**Placement by cell class**

Scale bar: 20 µm.
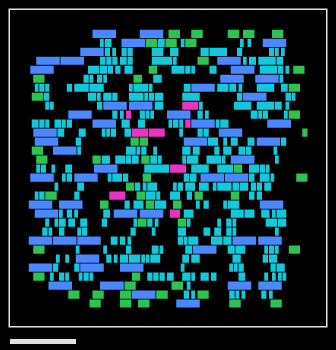
**Sequential cells coloured by netlist name**

Scale bar: 20 µm.
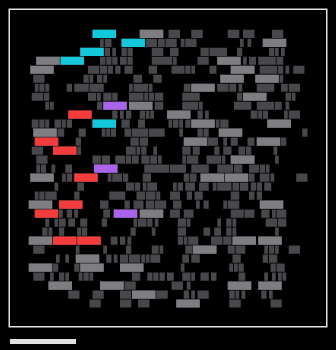
**Clock network drawn from the DEF**

Scale bar: 20 µm.
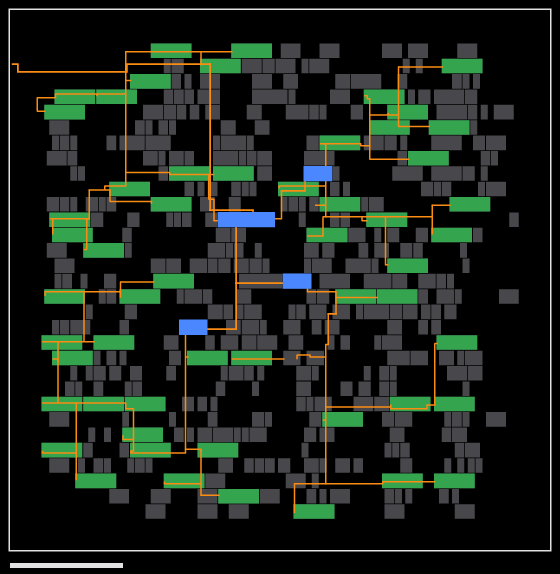
**Gate families picked out**

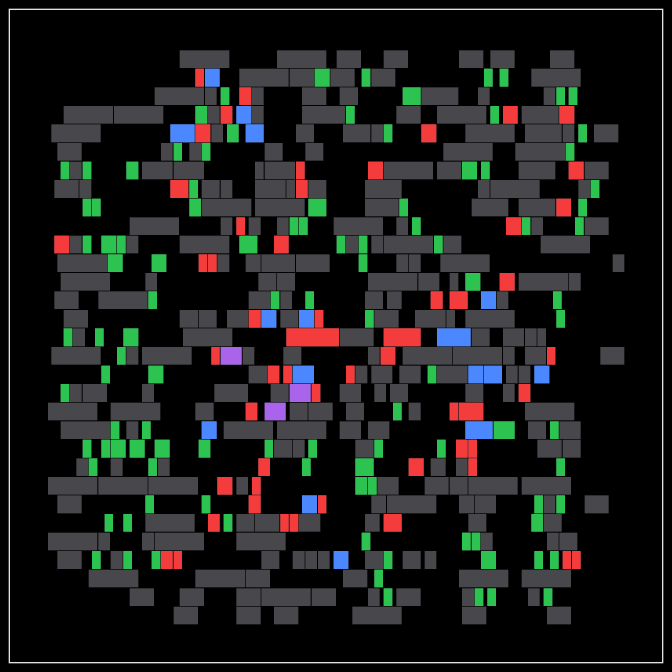
File: src/rtl/spi_master_core_if.sv
// spi_master_core_if: host handshake plus SPI pin bundle for spi_master_core.
// Latency: none (wires only).
// Backpressure: start is dropped by the core while busy=1; nothing in here holds it.
interface spi_master_core_if #(
    parameter int NBYTES = 1,
    parameter int DIVW   = 8
);
    // Host-side frame configuration; only looked at when a frame is accepted.
    logic                  cpol;
    logic                  cpha;
    logic [DIVW-1:0]       div;
    logic                  start;
    logic [8*NBYTES-1:0]   din;

    // Host-side results.
    logic [8*NBYTES-1:0]   dout;
    logic                  busy;
    logic                  done;

    // SPI pins.
    logic                  select;
    logic                  mclk;
    logic                  mosi;
    logic                  miso;

    // The SPI master core itself.
    modport master (
        input  cpol, cpha, div, start, din, miso,
        output dout, busy, done, select, mclk, mosi
    );

    // Whatever drives the core: host logic plus the far-end SPI device.
    modport slave (
        output cpol, cpha, div, start, din, miso,
        input  dout, busy, done, select, mclk, mosi
    );
endinterface

File: src/rtl/spi_master_core.sv
// spi_master_core: clk-oversampled SPI master, one NBYTES frame per start, any cpol/cpha.
// Latency: select/busy rise 1 clk after accept; done at T+1+(16N+1)*H; busy falls at T+1+(16N+2)*H.
// Backpressure: start is honoured only while busy=0; requests during a frame are dropped, not queued.
module spi_master_core #(
    parameter int NBYTES = 1,
    parameter int DIVW   = 8
) (
    input  logic              clk_i,
    input  logic              reset_i,
    spi_master_core_if.master spi
);
    localparam int W     = 8 * NBYTES;
    localparam int NEDGE = 16 * NBYTES;
    localparam int CW    = $clog2(NEDGE) + 1;

    localparam logic [CW-1:0]   EDGE_LAST = CW'(NEDGE);
    localparam logic [CW-1:0]   EDGE_ONE  = CW'(1);
    localparam logic [DIVW-1:0] HC_ONE    = DIVW'(1);

    // LEAD and SHIFT share the edge machinery; LEAD is just "no edge issued yet".
    typedef enum logic [2:0] {
        ST_IDLE  = 3'd0,
        ST_LEAD  = 3'd1,
        ST_SHIFT = 3'd2,
        ST_TRAIL = 3'd3,
        ST_GAP   = 3'd4
    } state_t;

    state_t          state_q;
    logic            cpha_q;
    logic [DIVW-1:0] div_q;
    logic [DIVW-1:0] hc_q;
    logic [CW-1:0]   ecnt_q;
    logic [W-1:0]    tx_q;
    logic [W-1:0]    rx_q;
    logic [W-1:0]    dout_q;
    logic            busy_q;
    logic            done_q;
    logic            select_q;
    logic            mclk_q;
    logic            mosi_q;
    logic            miso_x_q;

    // Properties of the edge that would be issued this cycle if the half-period expires.
    logic [CW-1:0]   ecnt_d;
    logic            hc_zero;
    logic            edge_lead;
    logic            edge_sample;
    logic            edge_last;
    logic            edge_shift_lead;
    logic            edge_shift_trail;

    // Decode the upcoming edge: odd edges are leading, the sample edge depends on cpha.
    always_comb begin
        ecnt_d           = ecnt_q + EDGE_ONE;
        hc_zero          = (hc_q == '0);
        edge_lead        = ecnt_d[0];
        edge_sample      = edge_lead ^ cpha_q;
        edge_last        = (ecnt_d == EDGE_LAST);
        // cpha=1 drives the current bit on the leading edge, first bit at edge 1.
        edge_shift_lead  = cpha_q & edge_lead;
        // cpha=0 already shows the MSB from accept; the final trailing edge has no next bit.
        edge_shift_trail = ~cpha_q & ~edge_lead & ~edge_last;
    end

    // Register miso once so the sample edge always uses a clean, clk-aligned value.
    always_ff @(posedge clk_i) begin
        if (reset_i) begin
            miso_x_q <= 1'b0;
        end else begin
            miso_x_q <= spi.miso;
        end
    end

    // Frame sequencer: accept, lead-in, 16N mclk edges, trail-out, deselect gap.
    always_ff @(posedge clk_i) begin
        if (reset_i) begin
            state_q  <= ST_IDLE;
            cpha_q   <= 1'b0;
            div_q    <= '0;
            hc_q     <= '0;
            ecnt_q   <= '0;
            tx_q     <= '0;
            rx_q     <= '0;
            dout_q   <= '0;
            busy_q   <= 1'b0;
            done_q   <= 1'b0;
            select_q <= 1'b0;
            mclk_q   <= 1'b0;
            mosi_q   <= 1'b0;
        end else begin
            done_q <= 1'b0;
            case (state_q)
                ST_IDLE: begin
                    // Idle clock level tracks cpol so the pin is already right at accept.
                    mclk_q <= spi.cpol;
                    if (spi.start) begin
                        cpha_q   <= spi.cpha;
                        div_q    <= spi.div;
                        hc_q     <= spi.div;
                        ecnt_q   <= '0;
                        tx_q     <= spi.din;
                        rx_q     <= '0;
                        select_q <= 1'b1;
                        busy_q   <= 1'b1;
                        if (!spi.cpha) begin
                            mosi_q <= spi.din[W-1];
                        end
                        state_q  <= ST_LEAD;
                    end
                end

                ST_LEAD, ST_SHIFT: begin
                    if (hc_zero) begin
                        hc_q   <= div_q;
                        mclk_q <= ~mclk_q;
                        ecnt_q <= ecnt_d;
                        if (edge_sample) begin
                            rx_q <= {rx_q[W-2:0], miso_x_q};
                        end
                        if (edge_shift_lead) begin
                            mosi_q <= tx_q[W-1];
                            tx_q   <= {tx_q[W-2:0], 1'b0};
                        end else if (edge_shift_trail) begin
                            mosi_q <= tx_q[W-2];
                            tx_q   <= {tx_q[W-2:0], 1'b0};
                        end
                        // An even edge count always leaves mclk back at cpol.
                        state_q <= edge_last ? ST_TRAIL : ST_SHIFT;
                    end else begin
                        hc_q <= hc_q - HC_ONE;
                    end
                end

                ST_TRAIL: begin
                    if (hc_zero) begin
                        hc_q     <= div_q;
                        select_q <= 1'b0;
                        dout_q   <= rx_q;
                        done_q   <= 1'b1;
                        state_q  <= ST_GAP;
                    end else begin
                        hc_q <= hc_q - HC_ONE;
                    end
                end

                ST_GAP: begin
                    // Minimum deselect time before the next frame may be accepted.
                    if (hc_zero) begin
                        busy_q  <= 1'b0;
                        state_q <= ST_IDLE;
                    end else begin
                        hc_q <= hc_q - HC_ONE;
                    end
                end

                default: begin
                    state_q <= ST_IDLE;
                end
            endcase
        end
    end

    assign spi.dout   = dout_q;
    assign spi.busy   = busy_q;
    assign spi.done   = done_q;
    assign spi.select = select_q;
    assign spi.mclk   = mclk_q;
    assign spi.mosi   = mosi_q;
endmodule
File: src/flat_wrapper.sv
// flat-port wrapper written by rule: the top's interface ports become plain ports
module spi_master_core_flat 
#(
    parameter int NBYTES = 1,
    parameter int DIVW   = 8
)
  (clk_i, reset_i, spi_cpol, spi_cpha, spi_div, spi_start, spi_din, spi_miso, spi_dout, spi_busy, spi_done, spi_select, spi_mclk, spi_mosi);
  spi_master_core_if #(.NBYTES(NBYTES), .DIVW(DIVW)) spi_i ();
  input  logic clk_i;
  input  logic reset_i;
  input wire logic [$bits(spi_i.cpol)-1:0] spi_cpol;
  input wire logic [$bits(spi_i.cpha)-1:0] spi_cpha;
  input wire logic [$bits(spi_i.div)-1:0] spi_div;
  input wire logic [$bits(spi_i.start)-1:0] spi_start;
  input wire logic [$bits(spi_i.din)-1:0] spi_din;
  input wire logic [$bits(spi_i.miso)-1:0] spi_miso;
  output wire logic [$bits(spi_i.dout)-1:0] spi_dout;
  output wire logic [$bits(spi_i.busy)-1:0] spi_busy;
  output wire logic [$bits(spi_i.done)-1:0] spi_done;
  output wire logic [$bits(spi_i.select)-1:0] spi_select;
  output wire logic [$bits(spi_i.mclk)-1:0] spi_mclk;
  output wire logic [$bits(spi_i.mosi)-1:0] spi_mosi;
  assign spi_i.cpol = spi_cpol;
  assign spi_i.cpha = spi_cpha;
  assign spi_i.div = spi_div;
  assign spi_i.start = spi_start;
  assign spi_i.din = spi_din;
  assign spi_i.miso = spi_miso;
  assign spi_dout = spi_i.dout;
  assign spi_busy = spi_i.busy;
  assign spi_done = spi_i.done;
  assign spi_select = spi_i.select;
  assign spi_mclk = spi_i.mclk;
  assign spi_mosi = spi_i.mosi;
  spi_master_core #(.NBYTES(NBYTES), .DIVW(DIVW)) u_core (.clk_i(clk_i), .reset_i(reset_i), .spi(spi_i));
endmodule
File: config.mk
export PLATFORM = sky130hd
export DESIGN_NAME = spi_master_core_flat
export DESIGN_NICKNAME = d
export VERILOG_FILES = /design/src/rtl/spi_master_core_if.sv /design/src/rtl/spi_master_core.sv /design/src/flat_wrapper.sv
export SDC_FILE = /design/constraint.sdc
export NUM_CORES = 1
export LEC_CHECK = 0
export CAP_MARGIN = 40
export CELL_PAD_IN_SITES_DETAIL_PLACEMENT = 0
export CELL_PAD_IN_SITES_GLOBAL_PLACEMENT = 1
export CORE_MARGIN = 5
export CORE_UTILIZATION = 41
export DETAILED_ROUTE_END_ITERATION = 8
export PLACE_DENSITY_LB_ADDON = 0.05
export SLEW_MARGIN = 20
export SYNTH_ARGS = -nofsm -noshare
export SYNTH_HDL_FRONTEND = slang
export SYNTH_SLANG_ARGS = --single-unit
File: constraint.sdc
create_clock -name clk_i -period 2.6 [get_ports clk_i]
set_clock_uncertainty 0.05 [all_clocks]
set_input_delay 0.26 -clock clk_i [delete_from_list [all_inputs] [get_ports clk_i]]
set_output_delay 0.26 -clock clk_i [all_outputs]
set_load 0.005 [all_outputs]
==> reports/metrics.cfg <==
[timing]
setup_viol = 0
finalClockPeriodUsage = 0.947
setup-tns-final_ns = 0
rsz0062_at_grt = no

[critical_path]
crit_fanout = 8
reg2regPathDepth = 7
r2r-end = u_core.tx_q[5]$_SDFFE_PP0P_
r2r_slack_ns = 0.14
end_kind = register

[floorplan]
die_w_um = 95.6
tap_cells = 99
fp-utilization = 0.419

[clock_tree]
cts-root-buf = clkbuf_8
ctsLongestPathBuffers = 2
htree_num_levels = 2
cts_hold_buf = 0
cts_setup_buffers = 0

[pwr]
power.group.top = combinational logic
intPower_mw = 1.61
p_total_mw = 2.66
ir_worst_vdd_mv = 0.292
comb-power_mw = 1.16

[global_route]
grtUsageTotal = 0.172
grt_overflow_total = 0
grt_pass1_vias = 2511
met3_usage = 0.0292
grt_busiest_layer = met2
grt_use_met2 = 0.275

[routing]
drcViolationCount = 0
wl_met2_mm = 3.70
top_layer = met4
first_pass_iters = 4
met3WireLength_um = 228

[place]
dp_slack_ns = 0.0530
hpwl_mm = 5.44
place_inst = 510

[final_layout]
n_antenna_cell = 0
area_growth_pct = 19.0
drive_above_1_share = 0.119
lay_top_count = nand2_1
non_clock_buffer_area_share = 0.132
clock_area_frac = 0.0245
logic_area_um2 = 1770
layout_top_cells = nand2_1 (81), dfxtp_1 (55), a21oi_1 (49), clkdlybuf4s50_1 (33), nor2_1 (21)

[logic_synthesis]
ys_sh_xor = 0.00875
synth_nets = 415
ys_sh_aoi = 0.213
synth.most_common_cell = nand2_1

[status]
status = complete, no violations

Back to the opening pictures, 'placement by cell class':
colour	class	cells	share of their area
magenta	clock drivers and dummy loads	8	2.5%
green	remaining buffers and delay cells	52	14%
blue	sequential cells	55	32%
cyan	remaining logic cells	304	52%
Util after Layout: 0.498
Seq/total area: 0.308
cell area after layout: 3570 µm²

Back to the opening pictures, 'sequential cells coloured by netlist name':
colour	name in the netlist	sequential cells
cyan	u_core.ecnt_q	5
purple	u_core.state_q	3
red	u_core.rx_q	8
not coloured	39
Storage cell area: 1100 µm²
sequential cell power: 1.03 mW

Back to the opening pictures, 'clock network drawn from the DEF':
[orange] clock wires | length: 681 µm
[blue] clock-net drivers | count: 5
[green] flip-flops | count: 55
flops lie	all over the die

Back to the opening pictures, 'gate families picked out':
colour	family	cells
green	nand cells	105
blue	and/or cells	16
purple	xor and xnor cells	3
red	nor cells	54

Power figures rest on the tool's default switching activity, not on a simulated workload.
